===== src/rtl/spi_pkg.sv =====
// Shared types and default constants for the SPI transfer controller.
package spi_pkg;

    localparam int unsigned SPI_DATA_W     = 8;
    localparam int unsigned SPI_CLK_DIV    = 4;
    localparam int unsigned SPI_RX_TIMEOUT = 255;

    typedef enum logic [2:0] {
        IDLE,
        POP,
        LOAD,
        SHIFT,
        STORE,
        FAILED
    } spi_ctrl_state_t;

endpackage


===== src/rtl/spi_clk_divider.sv =====
// Half-period tick generator: counts 0..CLK_DIV-1 while enabled, ticks on terminal count.
module spi_clk_divider #(
    parameter int unsigned CLK_DIV = 4
) (
    input  logic clk_i,
    input  logic rst_i,
    input  logic en_i,
    input  logic clr_i,
    output logic tick_o
);

    logic [7:0] cnt_q, cnt_d;

    assign tick_o = en_i && (cnt_q == 8'(CLK_DIV - 1));

    always_comb begin
        cnt_d = cnt_q;
        if (clr_i || tick_o) begin
            cnt_d = '0;
        end else if (en_i && (cnt_q != 8'hFF)) begin
            cnt_d = cnt_q + 8'd1;
        end
    end

    always_ff @(posedge clk_i) begin
        if (rst_i) begin
            cnt_q <= '0;
        end else begin
            cnt_q <= cnt_d;
        end
    end

endmodule


===== src/rtl/spi_transfer_controller.sv =====
// SPI mode-0 master moving frames from a sender FIFO to a receiver FIFO,
// with back-to-back frames and a sticky timeout when the receiver stays full.
module spi_transfer_controller
    import spi_pkg::*;
#(
    parameter int unsigned CLK_DIV    = SPI_CLK_DIV,
    parameter int unsigned DATA_W     = SPI_DATA_W,
    parameter int unsigned RX_TIMEOUT = SPI_RX_TIMEOUT
) (
    input  logic              S_CLK,
    input  logic              CLR,
    input  logic              ENABLE,
    input  logic              TX_EMPTY,
    input  logic [DATA_W-1:0] TX_DATA,
    output logic              TX_POP,
    input  logic              RX_FULL,
    output logic              RX_PUSH,
    output logic [DATA_W-1:0] RX_DATA,
    output logic              SCK,
    output logic              MOSI,
    input  logic              MISO,
    output logic              CS_N,
    output logic              BUSY,
    output logic              CONNECTION_FAILED
);

    localparam int unsigned BW = $clog2(DATA_W + 1);

    spi_ctrl_state_t   state_q, state_d;
    logic [DATA_W-1:0] tx_q, tx_d, rx_q, rx_d;
    logic [BW-1:0]     bit_q, bit_d;
    logic [7:0]        wait_q, wait_d;
    logic              sck_q, sck_d, mosi_q, mosi_d, cs_n_q, cs_n_d, fail_q, fail_d;
    logic              tick, start_ok, timed_out;

    assign start_ok  = ENABLE && !TX_EMPTY;
    assign timed_out = (wait_q == 8'(RX_TIMEOUT));

    spi_clk_divider #(.CLK_DIV(CLK_DIV)) u_div (
        .clk_i (S_CLK),
        .rst_i (CLR),
        .en_i  (state_q == SHIFT),
        .clr_i (state_q == LOAD),
        .tick_o(tick)
    );

    always_comb begin
        state_d = state_q;
        tx_d    = tx_q;
        rx_d    = rx_q;
        bit_d   = bit_q;
        wait_d  = wait_q;
        sck_d   = sck_q;
        mosi_d  = mosi_q;
        fail_d  = fail_q;
        TX_POP  = 1'b0;
        RX_PUSH = 1'b0;
        case (state_q)
            IDLE: begin
                sck_d = 1'b0;
                if (start_ok) begin
                    TX_POP  = 1'b1;
                    state_d = POP;
                end
            end
            // Read data is valid here, so capture on the POP->LOAD edge and
            // MOSI/CS_N are already settled for the whole LOAD cycle.
            POP: begin
                tx_d    = TX_DATA;
                mosi_d  = TX_DATA[DATA_W-1];
                state_d = LOAD;
            end
            LOAD: begin
                bit_d   = '0;
                wait_d  = '0;
                state_d = SHIFT;
            end
            SHIFT: begin
                if (tick) begin
                    if (!sck_q) begin
                        sck_d = 1'b1;
                        rx_d  = DATA_W'({rx_q, MISO});
                    end else begin
                        sck_d  = 1'b0;
                        tx_d   = tx_q << 1;
                        mosi_d = tx_d[DATA_W-1];
                        if (bit_q != BW'(DATA_W)) bit_d = bit_q + BW'(1);
                        if (bit_q == BW'(DATA_W - 1)) state_d = STORE;
                    end
                end
            end
            STORE: begin
                sck_d = 1'b0;
                // Timeout wins even if RX_FULL drops on the same cycle.
                if (timed_out) begin
                    state_d = FAILED;
                    fail_d  = 1'b1;
                    rx_d    = '0;
                end else if (!RX_FULL) begin
                    RX_PUSH = 1'b1;
                    if (start_ok) begin
                        TX_POP  = 1'b1;
                        state_d = POP;
                    end else begin
                        state_d = IDLE;
                    end
                end else if (wait_q != 8'hFF) begin
                    wait_d = wait_q + 8'd1;
                end
            end
            FAILED:  sck_d = 1'b0;
            default: state_d = IDLE;
        endcase
        if (CLR) begin
            TX_POP  = 1'b0;
            RX_PUSH = 1'b0;
        end
    end

    // CS_N follows the next state; POP keeps it so back-to-back frames stay selected.
    always_comb begin
        case (state_d)
            LOAD, SHIFT, STORE: cs_n_d = 1'b0;
            POP:                cs_n_d = cs_n_q;
            default:            cs_n_d = 1'b1;
        endcase
    end

    always_ff @(posedge S_CLK) begin
        if (CLR) begin
            state_q <= IDLE;
            tx_q    <= '0;
            rx_q    <= '0;
            bit_q   <= '0;
            wait_q  <= '0;
            sck_q   <= 1'b0;
            mosi_q  <= 1'b0;
            cs_n_q  <= 1'b1;
            fail_q  <= 1'b0;
        end else begin
            state_q <= state_d;
            tx_q    <= tx_d;
            rx_q    <= rx_d;
            bit_q   <= bit_d;
            wait_q  <= wait_d;
            sck_q   <= sck_d;
            mosi_q  <= mosi_d;
            cs_n_q  <= cs_n_d;
            fail_q  <= fail_d;
        end
    end

    assign SCK               = sck_q;
    assign MOSI              = mosi_q;
    assign CS_N              = cs_n_q;
    assign RX_DATA           = rx_q;
    assign BUSY              = (state_q != IDLE);
    assign CONNECTION_FAILED = fail_q;

endmodule


===== config.mk =====
export PLATFORM = sky130hd
export DESIGN_NAME = spi_transfer_controller
export DESIGN_NICKNAME = d
export VERILOG_FILES = /design/src/rtl/spi_pkg.sv /design/src/rtl/spi_clk_divider.sv /design/src/rtl/spi_transfer_controller.sv
export SDC_FILE = /design/constraint.sdc
export NUM_CORES = 1
export LEC_CHECK = 0
export CAP_MARGIN = 15
export CORE_MARGIN = 5
export CORE_UTILIZATION = 25
export DETAILED_ROUTE_END_ITERATION = 7
export MAX_ROUTING_LAYER = met4
export PLACE_DENSITY = 0.42
export SLEW_MARGIN = 10
export SYNTH_ARGS = -nofsm -noshare
export SYNTH_HDL_FRONTEND = slang
export SYNTH_HIERARCHICAL = 1
export SYNTH_SLANG_ARGS = --single-unit

===== constraint.sdc =====
create_clock -name S_CLK -period 2.48 [get_ports S_CLK]
set_clock_uncertainty 0.15 [all_clocks]
set_input_delay 0.248 -clock S_CLK [delete_from_list [all_inputs] [get_ports S_CLK]]
set_output_delay 0.248 -clock S_CLK [all_outputs]
set_load 0.01 [all_outputs]

**Run 1: gate-type map**

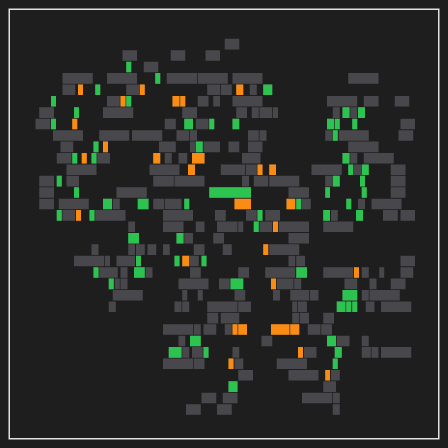
orange -> NOR gates  # cells 29, most used nor2_1
green -> NAND gates  # cells 63, most used nand2_1

**Run 1: sequential cells coloured by netlist name**

Scale bar: 20 um. Other sequential cells in the stronger grey, the rest of the logic in the fainter grey.
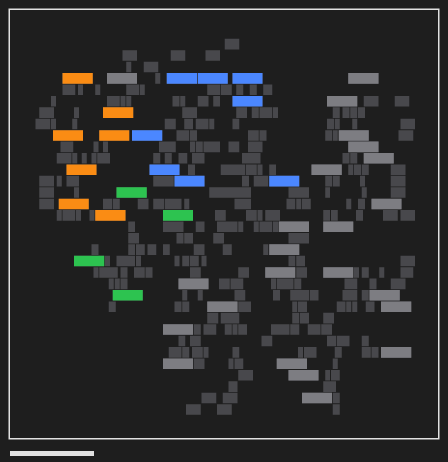
orange -> tx_q  # placed flops 7
blue -> u_div/cnt_q  # placed flops 8, where north
green -> bit_q  # placed flops 4, where west
not coloured = 23

**Run 1: routing congestion map**

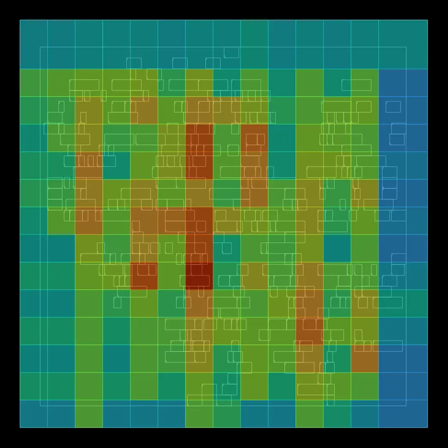
final core occ: 32.01%
Global Route met2 Usage: 16.54%
GRT Util Overall: 10.67%
post-DR wirelength/cell: 13.02 um

==> flow_summary.json, run 1 <==
{
  "hold_viol": 0,
  "yosys_warnings": 6,
  "cap_violations": 0,
  "grt_pass1_wl_um": 8756,
  "antenna_cells": 0,
  "p_seq_share_pct": 56.2,
  "tightest_slew_ns": 0.3697,
  "syn_avg_cell_area_sq_um": 8.196,
  "power_frac_comb_pct": 10.0,
  "p_leak_nw": 0.8656,
  "rsz0062_at_grt": "no",
  "drt-initial-drc-count": 69,
  "antenna_left": 0,
  "warnings": 27,
  "nNetsFinal": 307,
  "grt_pass1_vias": 1884,
  "hold_start": "CONNECTION_FAILED",
  "routed_wirelength_um": 5131,
  "overflow": 0,
  "status": "finished clean",
  "switching_share_pct": 24.30,
  "edf_count": 0,
  "reg2reg_from": "state_q[1]",
  "dp_slack_ns": 0.1517
}
==> run 1: critical path: stages, from the launching register on <==
cell             delay [ns]
dfxtp_1                0.36
ha_1                   0.23
nand3_2                0.14
nor2_2                 0.19
o21ai_0                0.09
and3_1                 0.16
clkdlybuf4s50_1        0.47
==> run 1: cell type report <==
cell class / count / area [sq um] / share of cell area, %
clock inverters: 2 / 10.01 / 0.3806
repair buffers: 37 / 346.6 / 13.18
well taps: 105 / 131.4 / 4.995
clock buffers: 5 / 68.82 / 2.617
flip-flops and latches: 42 / 840.8 / 31.97
inverters: 9 / 33.78 / 1.284
multi-input cells: 194 / 1199 / 45.58
==> run 1: worst paths after layout <==
path                       endpoint  slack, ns  depth (start not counted)
setup / recovery             TX_POP       0.16                          6
hold / removal    CONNECTION_FAILED       0.31                          2
setup reg to reg           bit_q[3]       0.25                          8
hold reg to reg   CONNECTION_FAILED       0.31                          2
==> run 1: cells by family after synthesis <==
group / count (synthesis) / synth area share (%)
and+or+nand+nor: 115 / 29.35
DFF: 42 / 39.76
AOI/OAI and AO/OA: 69 / 21.07
muxes: 3 / 1.479
buffers and inverters: 22 / 4.733
xor gates and xnor gates: 3 / 1.243
adders and majority gates: 4 / 2.367
==> run 1: power groups by stage <==
| stage | clock, mW | sequential (mW) | combinational [mW] |
|---|---|---|---|
| 2_1_floorplan | 0 | 0.713 | 0.0672 |
| 6_report | 0.418 | 0.697 | 0.124 |
| 5_1_grt | 0.463 | 0.699 | 0.139 |
| 4_1_cts | 0.447 | 0.697 | 0.126 |
| 3_5_place_dp | 0 | 0.713 | 0.125 |
| 3_3_place_gp | 0 | 0.713 | 0.126 |
==> run 1: per-stage QoR <==
stage | util (%) | hold slack, ns | area [sq um] | std cells | power (mW)
after global routing | 32.01 | 0.3355 | 2630 | 394 | 1.301
after global placement | 30.81 | 0.2845 | 2531 | 387 | 0.8388
final | 32.01 | 0.3118 | 2630 | 394 | 1.239
after floorplan | - | 0.2385 | 2118 | 258 | 0.7803
after detailed placement | 30.81 | 0.3041 | 2531 | 387 | 0.8382
after CTS | 31.83 | 0.3165 | 2615 | 394 | 1.271
==> run 1: sequential cells by signal, indices dropped and copies added (netlist names) <==
signal	cells
CONNECTION_FAILED	1
CS_N	1
MOSI	1
RX_DATA	8
SCK	1
bit_q	4
state_q	3
tx_q	7
u_div/cnt_q	8
wait_q	8
==> run 1: per-layer routing <==
layer	wire length, um	up-vias	GRT usage, %
met1	2548	902	14.00
met4	38	0	2.725
met2	2344	36	16.54
li1	-	998	-
met3	200	4	2.526
met5	0	-	-
==> run 1: repair_timing <==
item	in CTS	in global routing
cloned	0	0
resized	2	4
endpoints found under the setup margin	1	22
setup buffers	0	0
pin swaps	0	1
==> inputs of run 2 (changes only) <==
--- a/config.mk
+++ b/config.mk
@@ -5,6 +5,7 @@
 export SDC_FILE = /design/constraint.sdc
 export NUM_CORES = 1
 export LEC_CHECK = 0
+export ABC_CLOCK_PERIOD_IN_PS = 2480
 export CAP_MARGIN = 15
 export CORE_MARGIN = 5
 export CORE_UTILIZATION = 25
**Run 2: gate-type map**

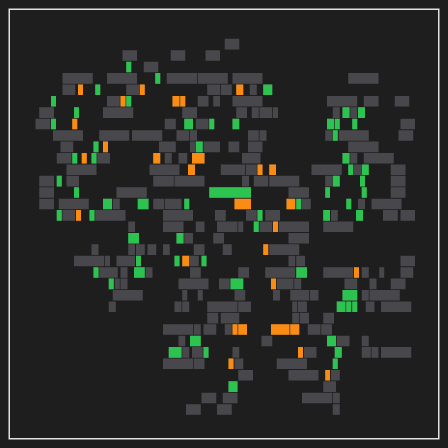
orange -> NOR gates  # cells 29, most used nor2_1
green -> NAND gates  # cells 63, most used nand2_1

==> flow_summary.json, run 2 <==
{
  "antenna_cells": 0,
  "routed_wirelength_um": 5131,
  "r2r.worst_path.cells": 8,
  "regToRegSetupSlack_ns": 0.25,
  "hold_viol": 0,
  "nNetsFinal": 307,
  "dp.cells": 387,
  "status": "finished clean",
  "hold_start": "CONNECTION_FAILED",
  "min_to": "CONNECTION_FAILED",
  "cap_violations": 0,
  "wl_per_cell_um": 13.02,
  "reg2reg_from": "state_q[1]",
  "warnings": 27,
  "final_area_sq_um": 2630,
  "edf_count": 0,
  "antenna_left": 0,
  "min_path_cells": 2,
  "post-route-util_pct": 32.01,
  "overflow": 0,
  "syn_avg_cell_area_sq_um": 8.196
}
[run 2: layout make-up]
class	instances	area [sq um]	share of cell area [%]
Inverter	9	33.78	1.284
Multi-Input combinational cell	194	1199	45.58
Clock buffer	5	68.82	2.617
Timing Repair Buffer	37	346.6	13.18
Sequential cell	42	840.8	31.97
Clock inverter	2	10.01	0.3806
Tap cell	105	131.4	4.995
[run 2: through the flow]
step | total power [mW] | hold WS (ns) | setup WS [ns]
final | 1.239 | 0.3118 | 0.1565
after global routing | 1.301 | 0.3355 | 0.001462
after CTS | 1.271 | 0.3165 | 0.06838
after detailed placement | 0.8382 | 0.3041 | 0.1517
after global placement | 0.8388 | 0.2845 | 0.1487
after floorplan | 0.7803 | 0.2385 | 0.02715
[run 2: worst max-delay path, stage by stage, from the launching register on]
cell,delay [ns]
dfxtp_1,0.36
ha_1,0.23
nand3_2,0.14
nor2_2,0.19
o21ai_0,0.09
and3_1,0.16
clkdlybuf4s50_1,0.47
[run 2: worst max path at each step]
stage | endpoint | cells past startpoint | slack [ns]
after floorplan | tx_q[3] | 12 | 0.03
after CTS | TX_POP | 6 | 0.07
after global routing | TX_POP | 5 | 0.001
final | TX_POP | 6 | 0.16
after global placement | RX_PUSH | 4 | 0.15
after detailed placement | bit_q[3] | 8 | 0.15
[run 2: kinds of logic (layout without fill, tap and decap cells)]
logic type	Yosys count	in the layout	share of synthesized area (%)
buffers and inverters	22	53	4.733
AND-OR/OR-AND	69	69	21.07
flip-flops	42	42	39.76
XOR/XNOR	3	3	1.243
adder cells (fa/ha/maj)	4	4	2.367
AND/OR/NAND/NOR	115	115	29.35
multiplexers	3	3	1.479
[run 2: per-layer routing]
metal / share of wire, % / up-vias / GRT usage [%]
li1: - / 998 / -
met5: 0 / - / -
met4: 0.74 / 0 / 2.725
met2: 46 / 36 / 16.54
met1: 50 / 902 / 14.00
met3: 3.9 / 4 / 2.526
[run 2: power breakdown]
group / switching [mW] / internal (mW)
sequential: 0.00850 / 0.688
clock: 0.229 / 0.189
combinational: 0.0634 / 0.0603
total: 0.301 / 0.938
[run 2: timing repair]
action	4_1_cts	5_1_grt
setup buffers	0	0
resized	2	4
cloned	0	0
endpoints found under the hold margin	0	0
setup endpoints to repair	1	22
pin swaps	0	1
Power and IR drop assume default switching activity.
